==> src/rtl/multi_channel_magic_scoreboard.sv <==
// Multi-channel in-line magic-packet scoreboard for a shared linked-list FIFO.
// Tracks one magic packet per channel, checks in-order delivery and data
// integrity, and flags environment protocol violations. Observes only.
//
// Optional build macro: SB_REARM_EN. When defined, DONE returns to IDLE on
// the next cycle so each channel can check repeated magic packets. When not
// defined, DONE is terminal until reset.
//
// Ports:
//   clk          clock, all state on posedge
//   rst          asynchronous active-low reset
//   push/pop     FIFO push/pop observed this cycle
//   push_sel     channel being pushed
//   pop_sel      channel being popped
//   data_in      push data
//   data_out     FIFO read data, valid combinationally in a pop cycle
//   start        per-channel request to mark the current push as magic
//   data_out_vld current pop is a tracked magic packet (combinational)
//   prop_signal  low only when a magic pop carries the wrong data (combinational)
//   done         per-channel: magic packet has been checked
//   err          sticky data mismatch
//   env_err      sticky environment protocol violation
module multi_channel_magic_scoreboard #(
    parameter int unsigned WIDTH     = 4,
    parameter int unsigned DEPTH     = 2,
    parameter int unsigned NUM_FIFOS = 2,
    parameter int unsigned SEL_WIDTH = (NUM_FIFOS > 1) ? $clog2(NUM_FIFOS) : 1,
    parameter int unsigned CNT_WIDTH = $clog2(DEPTH + 1)
) (
    input  logic                 clk,
    input  logic                 rst,
    input  logic                 push,
    input  logic                 pop,
    input  logic [SEL_WIDTH-1:0] push_sel,
    input  logic [SEL_WIDTH-1:0] pop_sel,
    input  logic [WIDTH-1:0]     data_in,
    input  logic [WIDTH-1:0]     data_out,
    input  logic [NUM_FIFOS-1:0] start,
    output logic                 data_out_vld,
    output logic                 prop_signal,
    output logic [NUM_FIFOS-1:0] done,
    output logic                 err,
    output logic                 env_err
);

    localparam int unsigned TOT_WIDTH = $clog2(NUM_FIFOS * DEPTH + 1);

    typedef enum logic [1:0] {
        ST_IDLE  = 2'd0,
        ST_TRACK = 2'd1,
        ST_DONE  = 2'd2
    } state_t;

    state_t               state [NUM_FIFOS];
    logic [CNT_WIDTH-1:0] occ   [NUM_FIFOS];
    logic [CNT_WIDTH-1:0] ahead [NUM_FIFOS];
    logic [WIDTH-1:0]     magic [NUM_FIFOS];

    logic [NUM_FIFOS-1:0] push_c;
    logic [NUM_FIFOS-1:0] pop_c;
    logic [NUM_FIFOS-1:0] occ_underflow;
    logic [TOT_WIDTH-1:0] total;
    logic                 push_sel_bad;
    logic                 pop_sel_bad;
    logic                 env_viol;

    // Per-channel decode, total occupancy and protocol checks
    always_comb begin
        push_c        = '0;
        pop_c         = '0;
        occ_underflow = '0;
        total         = '0;
        for (int c = 0; c < NUM_FIFOS; c++) begin
            push_c[c]        = push && (push_sel == SEL_WIDTH'(c));
            pop_c[c]         = pop && (pop_sel == SEL_WIDTH'(c));
            occ_underflow[c] = pop_c[c] && (occ[c] == '0);
            total            = total + TOT_WIDTH'(occ[c]);
        end
        push_sel_bad = 32'(push_sel) >= NUM_FIFOS;
        pop_sel_bad  = 32'(pop_sel) >= NUM_FIFOS;
        env_viol     = (|occ_underflow)
                     || (push && !pop && (total == TOT_WIDTH'(DEPTH)))
                     || push_sel_bad || pop_sel_bad;
    end

    // Magic-pop detection and data comparison on the popped channel
    always_comb begin
        data_out_vld = 1'b0;
        prop_signal  = 1'b1;
        if (pop && !pop_sel_bad) begin
            data_out_vld = (state[pop_sel] == ST_TRACK) && (ahead[pop_sel] == '0);
            prop_signal  = !data_out_vld || (data_out == magic[pop_sel]);
        end
    end

    always_comb begin
        done = '0;
        for (int c = 0; c < NUM_FIFOS; c++) begin
            done[c] = (state[c] == ST_DONE);
        end
    end

    // Shadow occupancy, per-channel tracking FSMs and sticky flags
    always_ff @(posedge clk or negedge rst) begin
        if (!rst) begin
            err     <= 1'b0;
            env_err <= 1'b0;
            for (int c = 0; c < NUM_FIFOS; c++) begin
                state[c] <= ST_IDLE;
                occ[c]   <= '0;
                ahead[c] <= '0;
                magic[c] <= '0;
            end
        end else begin
            err     <= err || !prop_signal;
            env_err <= env_err || env_viol;
            for (int c = 0; c < NUM_FIFOS; c++) begin
                // Saturating occupancy; push+pop on one channel cancels out
                case ({push_c[c], pop_c[c]})
                    2'b10: if (occ[c] != CNT_WIDTH'(DEPTH)) occ[c] <= occ[c] + CNT_WIDTH'(1);
                    2'b01: if (occ[c] != '0) occ[c] <= occ[c] - CNT_WIDTH'(1);
                    default: occ[c] <= occ[c];
                endcase

                case (state[c])
                    ST_IDLE: begin
                        if (start[c] && push_c[c]) begin
                            magic[c] <= data_in;
                            // A same-cycle pop removes one entry ahead of the magic one
                            ahead[c] <= (pop_c[c] && (occ[c] != '0)) ? occ[c] - CNT_WIDTH'(1) : occ[c];
                            state[c] <= ST_TRACK;
                        end
                    end
                    ST_TRACK: begin
                        if (pop_c[c]) begin
                            if (ahead[c] != '0) begin
                                ahead[c] <= ahead[c] - CNT_WIDTH'(1);
                            end else begin
                                state[c] <= ST_DONE;
                            end
                        end
                    end
                    ST_DONE: begin
`ifdef SB_REARM_EN
                        state[c] <= ST_IDLE;
`else
                        state[c] <= ST_DONE;
`endif
                    end
                    default: state[c] <= ST_IDLE;
                endcase
            end
        end
    end

endmodule

==> config.mk <==
export PLATFORM = sky130hd
export DESIGN_NAME = multi_channel_magic_scoreboard
export DESIGN_NICKNAME = d
export VERILOG_FILES = /design/src/rtl/multi_channel_magic_scoreboard.sv
export SDC_FILE = /design/constraint.sdc
export NUM_CORES = 1
export LEC_CHECK = 0
export ABC_CLOCK_PERIOD_IN_PS = 1800
export CORE_MARGIN = 5
export CORE_UTILIZATION = 54
export DETAILED_ROUTE_END_ITERATION = 16
export MAX_ROUTING_LAYER = met4
export PLACE_DENSITY_LB_ADDON = 0.25
export RECOVER_POWER = 25
export SYNTH_ARGS = -nofsm -noshare
export SYNTH_HDL_FRONTEND = slang
export SYNTH_SLANG_ARGS = --single-unit
==> constraint.sdc <==
create_clock -name clk -period 1.8 [get_ports clk]
set_input_delay 0.18 -clock clk [delete_from_list [all_inputs] [get_ports clk]]
set_output_delay 0.18 -clock clk [all_outputs]
set_load 0.02 [all_outputs]
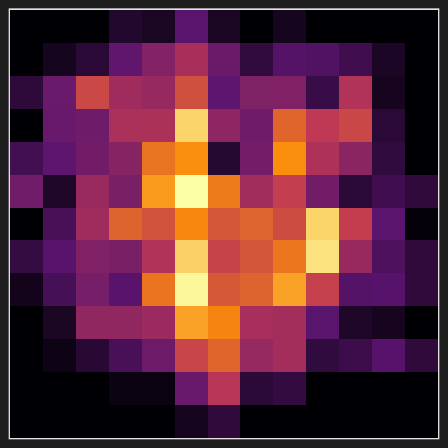
**Above:** signal metal coverage by tile.
13 x 13 tiles, from black (low) to pale yellow (high), scaled to the fullest tile. Values are wire area over tile area, all layers added.
- tiles over half the peak: 21%
- mean over tiles: 0.13
- fullest tile: 0.45

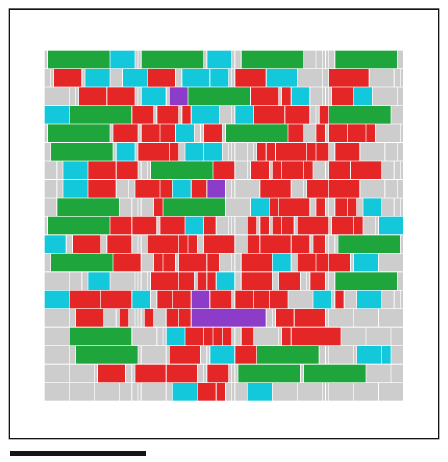
**Above:** cells colored by class.
Bar = 20 microns. Fill, decap, tap and diode cells in gray.
- remaining logic cells: red (cells 122; share of their area 50%)
- remaining buffers and delay cells: cyan (cells 39; share of their area 18%)
- registers: green (cells 22; share of their area 29%)
- clock drivers and dummy loads: purple (cells 4; share of their area 2.8%)

==> Changelog: implementation <==
## Flow update

* Outcome: finished, violations left
* Violated checks: setup timing
* Largest cell class: multi-input combinational cells
* Critical register-to-register path startpoint: ahead[2]
* Clk slew on worst S/H paths at ~0.14 ns
* Area Growth Syn to Fin at 28.2%
* Cell area leaders: dfrtp_1, ha_1, mux2_2, inv_1, mux2i_1
* Routability Congestion at ~0.87
* Fin crit share at 1.11
* Final worst slack at -0.205 ns
* XOR-XNOR Cells, Area Fraction at 0.0461
* I/O Buffers at 21
* Leakage at about 0.95 nW
* FF-to-FF End: state[2]
* Pwr dens at between 1500 and 2000 nW/um^2
* Largest register FFs at 8
* CP Capture Type: output port
* H-tree Lvls at 1
* R2R setup slack at 0.10 ns
* 1st-pass router iterations at 4
* Largest net degree at the start of global routing at 23
* CTS Sinks at 22
* Combinational share of cell area at 0.457
* Cell chosen for the clock root: clkbuf_4
* Critical Path Fanout Max at 2
* Flop share of the area at 0.283
* Post-synth EDFFs at 0
* RSZ-0062 raised after global routing: true
* Total GRT Usage at 0.182
* Clock power frac at 0.134
* Tap cells at 31
* HPWL Detailed at approximately 2600 microns
* Max-Cap Viols at 0
* Most common cell after layout, fill and taps aside: dfrtp_1
* Slowest Stage Delay on Critical Path at 0.52 ns
* Hold Path End: magic[3]
* Met3 routed WL at roughly 95 microns
* Synth Flop Type: dfrtp_1
* Setup violators final at 2
* Critical Path RT at around 1.6 ns
* TritonCTS clock tree: done
* Routed wl met2 at approximately 1700 microns
* Yosys cell types at 38
* Worst Skew at 0.00559 ns
* Comb. cell area at approximately 900 sq um
* Chip height at approximately 63 microns
* CTS buffer count at 3
* Top cell area share at 0.362
* Post-CTS setup buffers at 2
* Ordered cell list for the critical path: or4_1, nor2_1, o21ai_1, or2_1, buf_6
* P_clk at approximately 0.40 mW
* Metal-1 WL at 1430 microns
* Max-slew violations at 0
* Post-synth mux share at 0.128
* Post-synthesis sequential area ratio at 0.362
* Crit path time final at roughly 2 ns
* Non-clock buffer share at 0.177
* Sequential cell area at roughly 550 sq um
* Synth top cells by count: dfrtp_1, inv_1, ha_1, mux2_2, nand2_1
* Startpoint Class: flip-flop
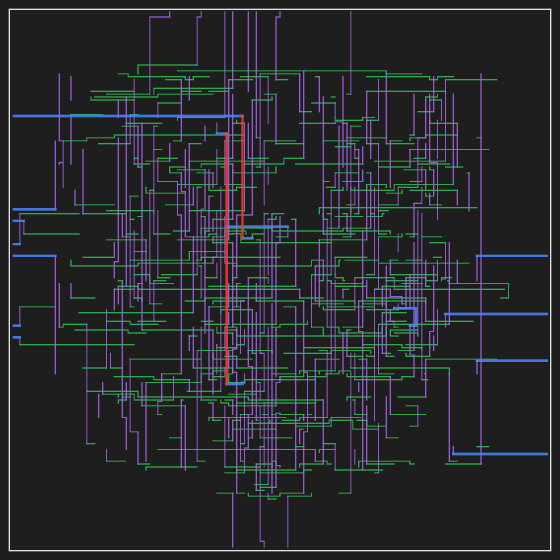
**Above:** signal wires by layer.
- M4: red (wire length 43.5 microns)
- M1: green (wire length 1430 microns)
- M2: purple (wire length 1750 microns)
- M3: blue (wire length 95.4 microns)
DR WL/cell: 15.2 microns
DRT Wirelength: 3320 microns

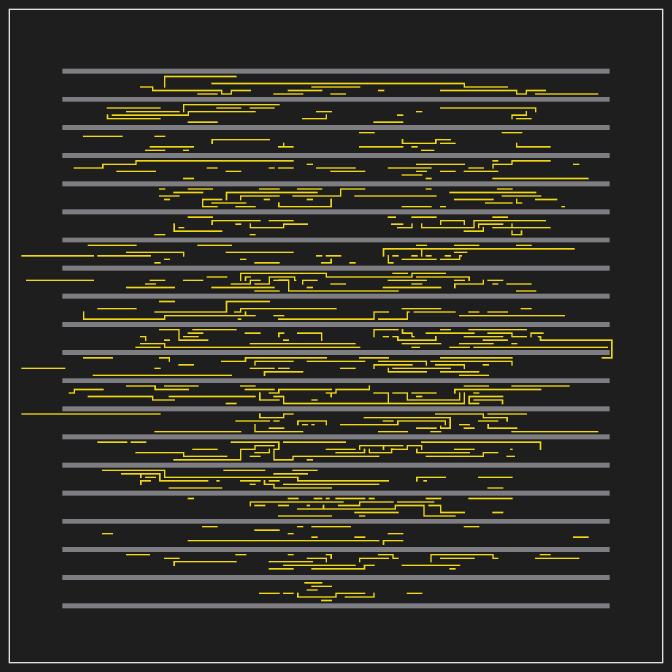
**Above:** metal 1.
Supply wires on this layer in gray.
- main direction: horizontal
- share of all routed wire: 43%
- nets with wire on the layer: 194

Power figures rest on the tool's default switching activity, not on a simulated workload.
